**src/rtl/fifo_rd_port.sv**
```systemverilog
// Read-side FIFO controller: read pointer, registered empty/level flags and a FWFT output register.
// Define RD_ALMOST_EMPTY_EN to add the AE_THRESH parameter and the ralmost_empty output.
module fifo_rd_port #(
    parameter int DATASIZE = 32,
    parameter int ADDRSIZE = 4
`ifdef RD_ALMOST_EMPTY_EN
    ,
    parameter int AE_THRESH = 2
`endif
) (
    input  logic                rclk,
    input  logic                rrst,
    input  logic [ADDRSIZE:0]   rq2_wptr,
    output logic [ADDRSIZE-1:0] raddr,
    input  logic [DATASIZE-1:0] rdata,
    output logic [ADDRSIZE:0]   rptr,
    output logic                rempty,
    output logic [DATASIZE-1:0] rd_data,
    output logic                rd_valid,
    input  logic                rd_ready,
    output logic [ADDRSIZE:0]   rlevel
`ifdef RD_ALMOST_EMPTY_EN
    ,
    output logic                ralmost_empty
`endif
);

    logic [ADDRSIZE:0] rbin;
    logic [ADDRSIZE:0] rbinnext;
    logic [ADDRSIZE:0] rgraynext;
    logic [ADDRSIZE:0] wbin;
    logic [ADDRSIZE:0] levelnext;
    logic              fetch;

    function automatic logic [ADDRSIZE:0] gray2bin(input logic [ADDRSIZE:0] g);
        logic [ADDRSIZE:0] b;
        b[ADDRSIZE] = g[ADDRSIZE];
        for (int i = ADDRSIZE - 1; i >= 0; i--) begin
            b[i] = b[i+1] ^ g[i];
        end
        return b;
    endfunction

    // A memory word moves into the output register whenever one exists and the register is free or draining.
    always_comb begin
        fetch     = !rempty && (!rd_valid || rd_ready);
        rbinnext  = rbin + (ADDRSIZE+1)'(fetch);
        rgraynext = (rbinnext >> 1) ^ rbinnext;
        wbin      = gray2bin(rq2_wptr);
        levelnext = wbin - rbinnext;
    end

    assign raddr = rbin[ADDRSIZE-1:0];

    always_ff @(posedge rclk) begin
        if (rrst) begin
            rbin     <= '0;
            rptr     <= '0;
            rempty   <= 1'b1;
            rlevel   <= '0;
            rd_valid <= 1'b0;
            rd_data  <= '0;
        end else begin
            rbin   <= rbinnext;
            rptr   <= rgraynext;
            rempty <= (rgraynext == rq2_wptr);
            rlevel <= levelnext;
            if (fetch) begin
                rd_data  <= rdata;
                rd_valid <= 1'b1;
            end else if (rd_valid && rd_ready) begin
                rd_valid <= 1'b0;
            end
        end
    end

`ifdef RD_ALMOST_EMPTY_EN
    always_ff @(posedge rclk) begin
        if (rrst) begin
            ralmost_empty <= 1'b1;
        end else begin
            ralmost_empty <= (int'(levelnext) <= AE_THRESH);
        end
    end
`endif

endmodule

```
**config.mk**
```make
export PLATFORM = sky130hd
export DESIGN_NAME = fifo_rd_port
export DESIGN_NICKNAME = d
export VERILOG_FILES = /design/src/rtl/fifo_rd_port.sv
export SDC_FILE = /design/constraint.sdc
export NUM_CORES = 1
export LEC_CHECK = 0
export CORE_UTILIZATION = 44
export DETAILED_ROUTE_END_ITERATION = 7
export PLACE_DENSITY = 0.85
export RECOVER_POWER = 50
export SYNTH_ARGS = -nofsm -noshare
export SYNTH_HDL_FRONTEND = slang
export SYNTH_SLANG_ARGS = --single-unit
```
**constraint.sdc**
```tcl
create_clock -name rclk -period 9.2 [get_ports rclk]
set_input_delay 2.3 -clock rclk [delete_from_list [all_inputs] [get_ports rclk]]
set_output_delay 2.3 -clock rclk [all_outputs]
set_load 0.01 [all_outputs]
```
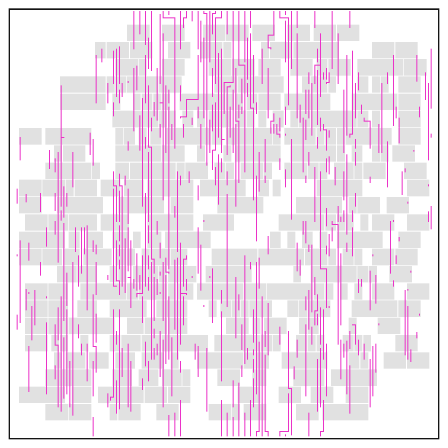
(images/layer_met2.png)
Cells faint in the background.
wire length on this layer: 2270 um
main direction: vertical
share of all routed wire: 51%
longest straight run: 26.2 um

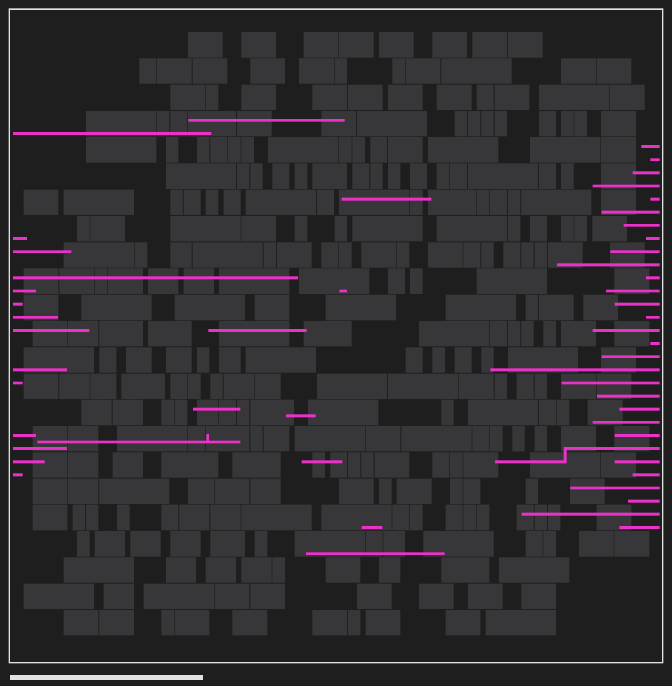
(images/layer_met3.png)
Bar = 20 um. Cells faint in the background.
longest straight run: 29.2 um
nets with wire on the layer: 49
main direction: horizontal
share of all routed wire: 7.5%
DRT Wirelength: 4.48 mm
met3 GRT Util: 0.0693

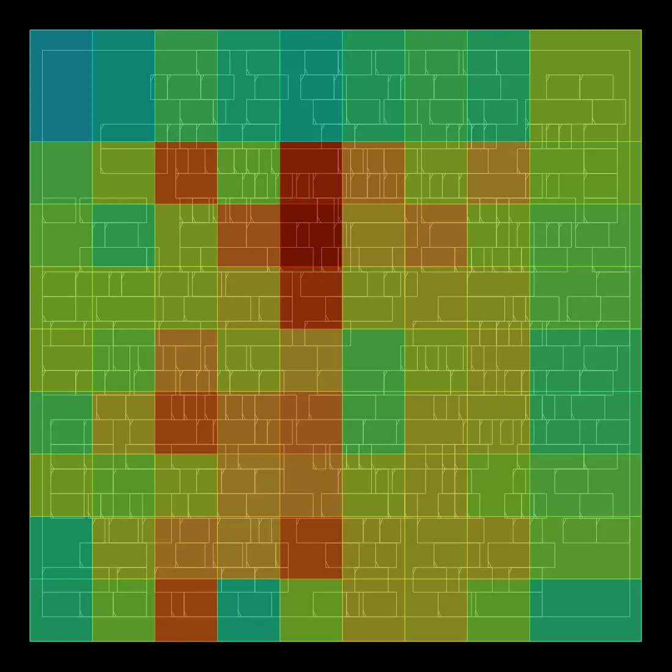
(images/congestion.png)
met2 usage: 0.380
Most Crowded Layer GR: met2
grt met1 use: 0.223

[worst min path at each step]
stage	start	to	slack, ns	cells after the start
after floorplan	rempty$_SDFF_PP1_	rd_valid$_SDFFE_PP0P_	0.47	1
after global placement	rd_data[6]$_SDFFE_PP0P_	rd_data[6]$_SDFFE_PP0P_	0.44	2
after detailed placement	rd_data[19]$_SDFFE_PP0P_	rd_data[19]$_SDFFE_PP0P_	0.45	2
after CTS	rd_data[19]$_SDFFE_PP0P_	rd_data[19]$_SDFFE_PP0P_	0.46	2
after global routing	rd_data[25]$_SDFFE_PP0P_	rd_data[25]$_SDFFE_PP0P_	0.48	2
final	rd_data[19]$_SDFFE_PP0P_	rd_data[19]$_SDFFE_PP0P_	0.45	2
==> reports/qor.csv <==
stage,metric,value,unit
finish,layout.non_clock_inverters,4,
critical_path,arrival,6.29,ns
synth,syn-cell-area,1890,sq um
critical_path,crit_chain,clkdlybuf4s50_1 -> nand2b_1 -> nand2b_1 -> inv_2 -> ha_1 -> ha_1 -> xnor2_2 -> ha_1 -> a21o_1 -> maj3_1 -> xnor2_1 -> nor2_1,
route,route.met3.wl,336,um
sta,setup_viol,0,
finish,lay_top_cells,"nand2_1 (67), dfxtp_1 (48), dlygate4sd3_1 (47)",
sta,period_used_share,0.670,
sta,max_freq,162,MHz
synth,ys_area,1890,sq um
sta,hold_ws,0.453,ns
pwr,finalPower,465,uW
critical_path,path_depth,12,
synth,syn_inst,222,
sta,relSlewSlack,-0.313,
route,wl_per_cell,12.6,um
pwr,p_sw,128,uW
sta,rsz0062_at_grt,no,
route,antenna_left,0,
pwr,p_per_area,163,nW/um^2
sta,drv_slew,49,
synth,ys_seq_frac,0.509,
synth,ys_sh_adder,0.0490,
synth,yosys-top-cells-count,"nand2_1 (67), dfxtp_1 (48), a21oi_1 (34)",
finish,lay_top_count,nand2_1,
run,maxCapViolCount,1,
finish,fin_cells,354,
pwr,top_power_group,registers,
floorplanning,fp_util,0.466,
finish,dominant-cell-class,sequential cells,
sta,finalSetupTns,0,ns
critical_path,cp-start-kind,input port,
floorplanning,taps,50,
route,via_per_inst,4.88,
status,violations,"max-capacitance violations, max-slew violations",
route,drc,0,
run,warnings,26,
clock_tree,cts_resized,0,
finish,syn2layout_area_growth,51.0,%
synth,syn_area_per_cell,8.51,sq um
synth,ys.flops,48,
pwr,pwr-share-seq,0.499,
sta,min_period,6.17,ns
finish,comb-cell-share,0.304,
clock_tree,cts.path.max_buffers,2,
finish,seq_share,0.337,
placed_design,placed_cell_area,2770,sq um
pwr,pg_clk,120,uW
critical_path,cp_top_family,adder cells,
route,wl_met2,2.27,mm
clock_tree,clockRootBuffer,clkbuf_8,
synth,top_area_cell,dfxtp_1,
finish,regMostFlops,rd_data,
status,status,"finished, violations left",
synth,top_cell_area_share,0.509,
critical_path,path_class,input port to flip-flop,
clock_tree,path_clk_slew,0.08,ns
route,vias,1726,
sta,fin_skew,0.00279,ns
route,first_pass_iters,4,
critical_path,required,9.32,ns
synth,aoi_share,0.116,
global_route,grt_pass1_vias,1624,
synth,fp_nets,268,
finish,largest_reg_flops,32,
sta,finalHoldViolCount,0,
placed_design,place_inst,347,
floorplanning,core-area,4060,sq um
finish,regArea,961,sq um
Power figures rest on the tool's default switching activity, not on a simulated workload.
